Figure 1. Sequential cells coloured by netlist name (run 1).
Other sequential cells in the stronger grey, the rest of the logic in the fainter grey.
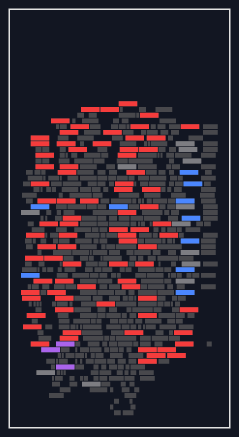
Figure 2. Gate-type map (run 1).
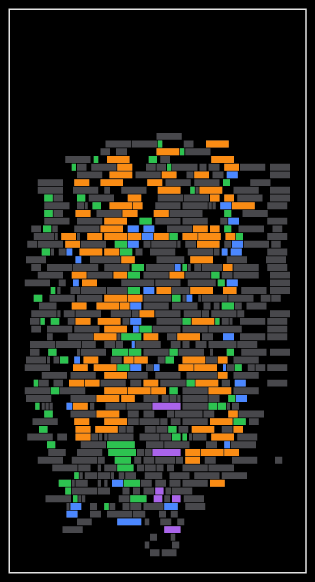
Figure 3. A small window of the routed layout (run 1).
Region (1, 124) to (51, 174) um. Cells in grey, sequential cells in the stronger grey; small squares are vias.
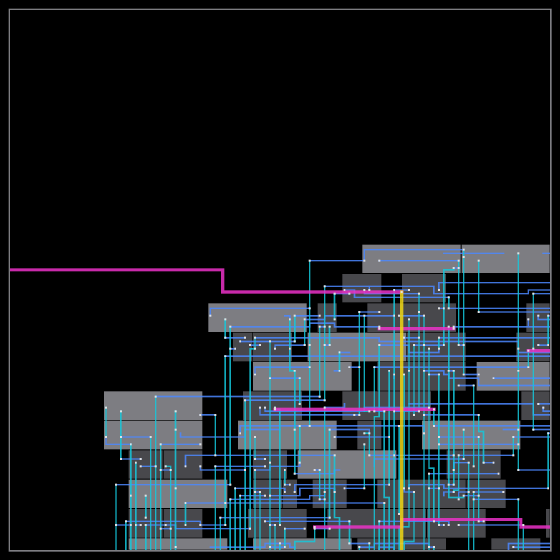
Figure 4. PDN straps and rails (run 1).
Pins as bars on the die edge.
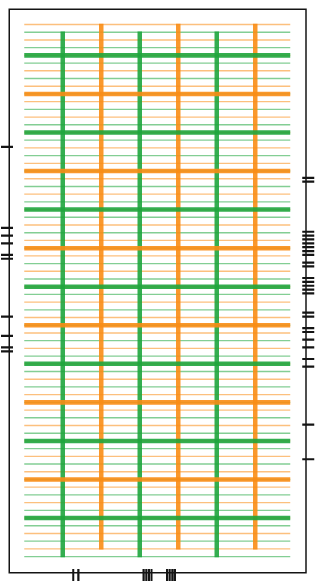
--- src/rtl/regfile_param.sv ---
// Parametrised register file: one write port, two registered read ports, optional
// write-to-read bypass, optional hard-wired zero entry and a sequenced bulk-clear sweep.
module regfile_param #(
  parameter int WIDTH   = 10,
  parameter int DEPTH   = 8,
  parameter int AW      = $clog2(DEPTH),
  parameter int BYPASS  = 1,
  parameter int ZERO_R0 = 0
) (
  input  logic             CLKb,
  input  logic             RSTb,
  input  logic [WIDTH-1:0] D,
  input  logic             ENW,
  input  logic [AW-1:0]    WRA,
  input  logic             ENR0,
  input  logic [AW-1:0]    RDA0,
  input  logic             ENR1,
  input  logic [AW-1:0]    RDA1,
  input  logic             CLR,
  output logic [WIDTH-1:0] Q0,
  output logic [WIDTH-1:0] Q1,
  output logic             BUSY
);

  typedef enum logic [0:0] {
    ST_IDLE  = 1'b0,
    ST_SWEEP = 1'b1
  } state_e;

  localparam logic [AW:0]   DEPTH_W  = (AW+1)'(DEPTH);
  localparam logic [AW-1:0] LAST_PTR = AW'(DEPTH - 1);

  state_e           state_q, state_d;
  logic [AW-1:0]    ptr_q, ptr_d;
  logic             busy_q, busy_d;
  logic [WIDTH-1:0] q0_q, q0_d;
  logic [WIDTH-1:0] q1_q, q1_d;
  logic [WIDTH-1:0] mem_q [DEPTH];
  logic [WIDTH-1:0] mem_d [DEPTH];

  logic             wr_en_s;
  logic             byp0_s, byp1_s;
  logic [WIDTH-1:0] rd0_raw_s, rd1_raw_s;

  // An address is usable if it lies inside the array and is not the hard-wired zero entry.
  function automatic logic addr_ok(input logic [AW-1:0] a);
    addr_ok = ({1'b0, a} < DEPTH_W) && !((ZERO_R0 != 0) && (a == {AW{1'b0}}));
  endfunction

  // Raw array reads; illegal addresses read as zero.
  always_comb begin
    rd0_raw_s = {WIDTH{1'b0}};
    rd1_raw_s = {WIDTH{1'b0}};
    if (addr_ok(RDA0)) begin
      rd0_raw_s = mem_q[RDA0];
    end else begin
      rd0_raw_s = {WIDTH{1'b0}};
    end
    if (addr_ok(RDA1)) begin
      rd1_raw_s = mem_q[RDA1];
    end else begin
      rd1_raw_s = {WIDTH{1'b0}};
    end
  end

  // Next-state logic: write/read in IDLE, one entry cleared per edge in SWEEP.
  always_comb begin
    state_d = state_q;
    ptr_d   = ptr_q;
    busy_d  = busy_q;
    mem_d   = mem_q;
    q0_d    = {WIDTH{1'b0}};
    q1_d    = {WIDTH{1'b0}};
    wr_en_s = 1'b0;
    byp0_s  = 1'b0;
    byp1_s  = 1'b0;
    case (state_q)
      ST_IDLE: begin
        // CLR wins over a write on the same edge.
        if (CLR) begin
          state_d = ST_SWEEP;
          busy_d  = 1'b1;
          ptr_d   = {AW{1'b0}};
          wr_en_s = 1'b0;
        end else begin
          wr_en_s = ENW && addr_ok(WRA);
        end
        byp0_s = (BYPASS != 0) && wr_en_s && (WRA == RDA0);
        byp1_s = (BYPASS != 0) && wr_en_s && (WRA == RDA1);
        for (int i = 0; i < DEPTH; i++) begin
          mem_d[i] = (wr_en_s && (WRA == AW'(i))) ? D : mem_q[i];
        end
        q0_d = !ENR0 ? {WIDTH{1'b0}} : (byp0_s ? D : rd0_raw_s);
        q1_d = !ENR1 ? {WIDTH{1'b0}} : (byp1_s ? D : rd1_raw_s);
      end
      ST_SWEEP: begin
        for (int i = 0; i < DEPTH; i++) begin
          mem_d[i] = (ptr_q == AW'(i)) ? {WIDTH{1'b0}} : mem_q[i];
        end
        if (ptr_q == LAST_PTR) begin
          state_d = ST_IDLE;
          busy_d  = 1'b0;
          ptr_d   = {AW{1'b0}};
        end else begin
          ptr_d   = ptr_q + AW'(1);
        end
      end
      default: begin
        state_d = ST_IDLE;
        busy_d  = 1'b0;
        ptr_d   = {AW{1'b0}};
      end
    endcase
  end

  // State, array and output registers; all updates on the falling clock edge.
  always_ff @(negedge CLKb or negedge RSTb) begin
    if (!RSTb) begin
      state_q <= ST_IDLE;
      ptr_q   <= {AW{1'b0}};
      busy_q  <= 1'b0;
      q0_q    <= {WIDTH{1'b0}};
      q1_q    <= {WIDTH{1'b0}};
      for (int i = 0; i < DEPTH; i++) begin
        mem_q[i] <= {WIDTH{1'b0}};
      end
    end else begin
      state_q <= state_d;
      ptr_q   <= ptr_d;
      busy_q  <= busy_d;
      q0_q    <= q0_d;
      q1_q    <= q1_d;
      for (int i = 0; i < DEPTH; i++) begin
        mem_q[i] <= mem_d[i];
      end
    end
  end

  assign Q0   = q0_q;
  assign Q1   = q1_q;
  assign BUSY = busy_q;

endmodule

--- config.mk ---
export PLATFORM = sky130hd
export DESIGN_NAME = regfile_param
export DESIGN_NICKNAME = d
export VERILOG_FILES = /design/src/rtl/regfile_param.sv
export SDC_FILE = /design/constraint.sdc
export NUM_CORES = 1
export LEC_CHECK = 0
export CAP_MARGIN = 20
export CORE_ASPECT_RATIO = 2
export CORE_MARGIN = 5
export CORE_UTILIZATION = 31
export CTS_CLUSTER_DIAMETER = 80
export DETAILED_ROUTE_END_ITERATION = 16
export SETUP_SLACK_MARGIN = 0.4
export SYNTH_ARGS = -nofsm -noshare
export SYNTH_HDL_FRONTEND = slang
export SYNTH_SLANG_ARGS = --single-unit
export TNS_END_PERCENT = 100
--- constraint.sdc ---
create_clock -name CLKb -period 1.84 [get_ports CLKb]
set_input_delay 0.276 -clock CLKb [delete_from_list [all_inputs] [get_ports CLKb]]
set_output_delay 0.276 -clock CLKb [all_outputs]
set_load 0.1 [all_outputs]
==> flow_summary.json, run 1 <==
{
  "run_status": "finished with violations",
  "violations": "setup timing",
  "topCellsByArea": "dfrtn_1 (48%), mux4_2 (16%), mux2_2 (6.2%)",
  "avgRoutedWirePerCell_um": 25.0,
  "min-delay-start": "mem_q[30]",
  "grt_pass1_vias": 4848,
  "antenna_found_initial": 0,
  "synth_area_um2": 5490,
  "cts-root-buf": "clkbuf_16",
  "crit_arrival_ns": 1.98,
  "postCtsSetupRepairBufs": 27,
  "setup_violations": 121,
  "cts_made_buffers": 9,
  "power_leader": "combinational cells",
  "grt_usage": 0.187,
  "r2r_setup_slack_ns": 0.06,
  "regArea_um2": 2630,
  "port_buffers": 45,
  "setup.worst_path.end": "BUSY",
  "p_clk_mw": 2.11,
  "vias": 4448,
  "power_frac_comb": 0.441,
  "worstSetupEndpointType": "output port",
  "top_cell": "dfrtn_1",
  "p_total_mw": 9.96,
  "grt_pass1_wl_um": 29200,
  "io_pins": 46,
  "drv_slew": 0,
  "met2_wirelength_um": 9990,
  "routed_wl_um": 19400,
  "setup_ws_ns": -0.421,
  "hold_violations": 0,
  "h-tree-depth": 3,
  "met1_length_um": 7180,
  "ys_sh_xor": 0.00957
}
About Figure 1:
colour	netlist name	placed flops
blue	`Q1`	10
red	`mem_q`	80
purple	`ptr_q`	3
flop share of the area: 0.301
total sequential power: 3.46 mW
final core occ: 0.496

About Figure 2:
colour	family	cells
purple	XOR/XNOR gates	6
orange	multiplexers	100
blue	NOR gates	35
green	inverting AOI/OAI gates	72
final cell count without fillers: 776
logic share of the area: 0.395

About Figure 3:
colour	layer
blue	met1
cyan	met2
magenta	met3
yellow	met4
sequential cells in the window	12
netlist names of flops here include	`mem_q` (12)
most frequent	dfrtn_1 (12), nand3_2 (5), o21ai_2 (5)
cells with their middle in the window	39

About Figure 4:
colour	net
green	VSS
orange	VDD
met1 rails	70
signal pins	46
met5 straps	13
rows	69
Die Wd: 104 um
core area: 17600 um2
die height: 198 um

--- run 2 (diff from run 1) ---
--- a/config.mk
+++ b/config.mk
@@ -12,6 +12,7 @@
 export CTS_CLUSTER_DIAMETER = 80
 export DETAILED_ROUTE_END_ITERATION = 16
 export SETUP_SLACK_MARGIN = 0.4
+export SKIP_CTS_REPAIR_TIMING = 1
 export SYNTH_ARGS = -nofsm -noshare
 export SYNTH_HDL_FRONTEND = slang
 export SYNTH_SLANG_ARGS = --single-unit
==> constraint.sdc (replaced) <==
create_clock -name CLKb -period 2.8 [get_ports CLKb]
set_input_delay 0.42 -clock CLKb [delete_from_list [all_inputs] [get_ports CLKb]]
set_output_delay 0.42 -clock CLKb [all_outputs]
set_load 0.1 [all_outputs]
==> flow_summary.json, run 2 <==
{
  "ys_sh_xor": 0.00957,
  "hold_violations": 0,
  "met1_length_um": 6950,
  "drv_slew": 0,
  "cts_made_buffers": 9,
  "die-width_um": 104,
  "cts_sinks": 105,
  "setup_ws_ns": -0.0815,
  "top_cell": "dfrtn_1",
  "p_clk_mw": 1.33,
  "vias": 4120,
  "grt-ovfl-total": 0,
  "dominant-cell-class": "logic gates",
  "finClkSkew_ns": 0.00635,
  "setup_violations": 32,
  "h-tree-depth": 3,
  "grt_pass1_vias": 4023,
  "drc": 0,
  "min-delay-start": "mem_q[38]",
  "n_fill_cell": 1628,
  "die.size.y_um": 198,
  "violations": "setup timing",
  "grt_pass1_wl_um": 23700,
  "taps": 213,
  "routed_wl_um": 17700,
  "setup.worst_path.end": "mem_q[19]",
  "worstSetupEndpointType": "register",
  "regArea_um2": 2630,
  "area_growth_pct": 40.7,
  "met2_wirelength_um": 8770,
  "p_total_mw": 5.99,
  "cts-root-buf": "clkbuf_16",
  "ys_area_um2": 5490,
  "run_status": "finished with violations",
  "grt_usage": 0.149,
  "pg_seq_mw": 2.27,
  "topCombFamilyByArea": "multiplexers",
  "avgRoutedWirePerCell_um": 23.8,
  "port_buffers": 45,
  "topCellsByArea": "dfrtn_1 (48%), mux4_2 (16%), mux2_2 (6.2%)",
  "synth_area_um2": 5490,
  "r2r_setup_slack_ns": 0.51,
  "crit_arrival_ns": 1.68,
  "inverters_excl_clock": 5,
  "antenna_found_initial": 0,
  "core_area_um2": 17600,
  "ff_type": "dfrtn_1",
  "power_leader": "combinational cells"
}
Figure 5. PDN straps and rails (run 2).
Pins as bars on the die edge.
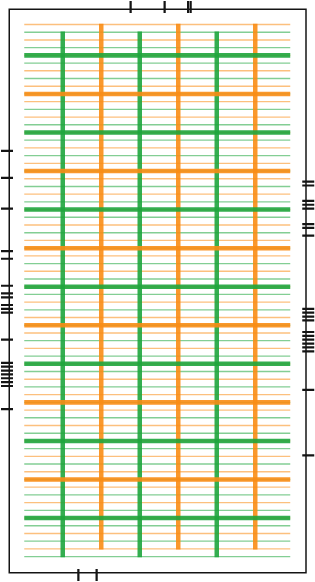
colour	net
green	VSS
orange	VDD
rows	69
signal pins	46
met1 rails	70
met5 straps	13
met4 straps	6
Max VDD drop: 377 uV

Figure 6. Gate-type map (run 2).
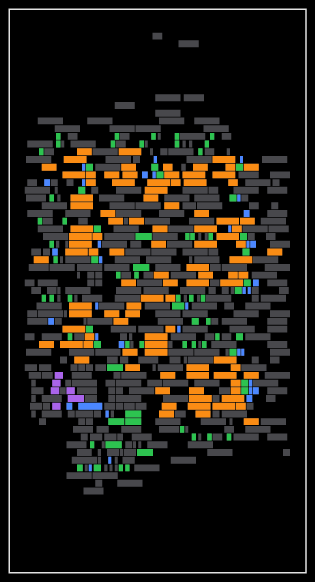
colour	family	cells
blue	NOR gates	35
orange	multiplexers	100
green	inverting AOI/OAI gates	73
purple	XOR/XNOR gates	6
final cell count without fillers: 744
logic share of the area: 0.385
Top cell excl fill/tap: dfrtn_1

--- run 3 (diff from run 2) ---
--- a/config.mk
+++ b/config.mk
@@ -10,6 +10,7 @@
 export CORE_MARGIN = 5
 export CORE_UTILIZATION = 31
 export CTS_CLUSTER_DIAMETER = 80
+export CTS_CLUSTER_SIZE = 25
 export DETAILED_ROUTE_END_ITERATION = 16
 export SETUP_SLACK_MARGIN = 0.4
 export SKIP_CTS_REPAIR_TIMING = 1
==> flow_summary.json, run 3 <==
{
  "topCellsByArea": "dfrtn_1 (48%), mux4_2 (16%), mux2_2 (6.2%)",
  "p_clk_mw": 1.33,
  "max-vdd-ir-drop_uv": 377,
  "dominant-cell-class": "logic gates",
  "vias": 4120,
  "final_util": 0.439,
  "routed_wl_um": 17700,
  "taps": 213,
  "io_pins": 46,
  "die.size.y_um": 198,
  "cts_made_buffers": 9,
  "met2_wirelength_um": 8770,
  "layout_top_cell": "dfrtn_1",
  "port_buffers": 45,
  "hold_violations": 0,
  "inverters_excl_clock": 5,
  "grt_pass1_wl_um": 23700,
  "seq_share": 0.340,
  "comb_share": 0.385,
  "setup_ws_ns": -0.0815,
  "drv_slew": 0,
  "ys_area_um2": 5490,
  "avgRoutedWirePerCell_um": 23.8,
  "worstSetupEndpointType": "register",
  "setup_violations": 32,
  "drc": 0,
  "pg_seq_mw": 2.27,
  "min-delay-start": "mem_q[38]",
  "core_area_um2": 17600,
  "violations": "setup timing",
  "cts_sinks": 105,
  "ff_type": "dfrtn_1",
  "grt_pass1_vias": 4023,
  "r2r_setup_slack_ns": 0.51,
  "n_fill_cell": 1628,
  "final_cells": 744,
  "run_status": "finished with violations",
  "crit_arrival_ns": 1.68,
  "top_cell": "dfrtn_1",
  "p_total_mw": 5.99
}
Figure 7. PDN straps and rails (run 3).
Pins as bars on the die edge.
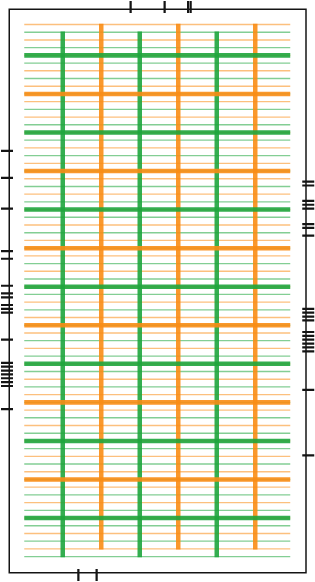
colour	net
green	VSS
orange	VDD
met5 straps	13
signal pins	46
met1 rails	70
met4 straps	6
rows	69

Figure 8. Clock wiring as the flow saved it (run 3).
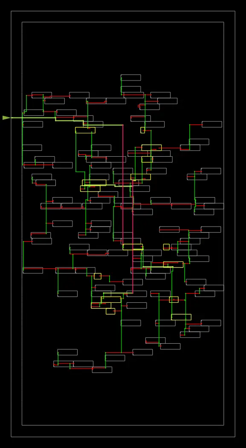
skew final: 0.00635 ns
final-layout clock buffer total: 10

Power is estimated from default activity; no workload was simulated.
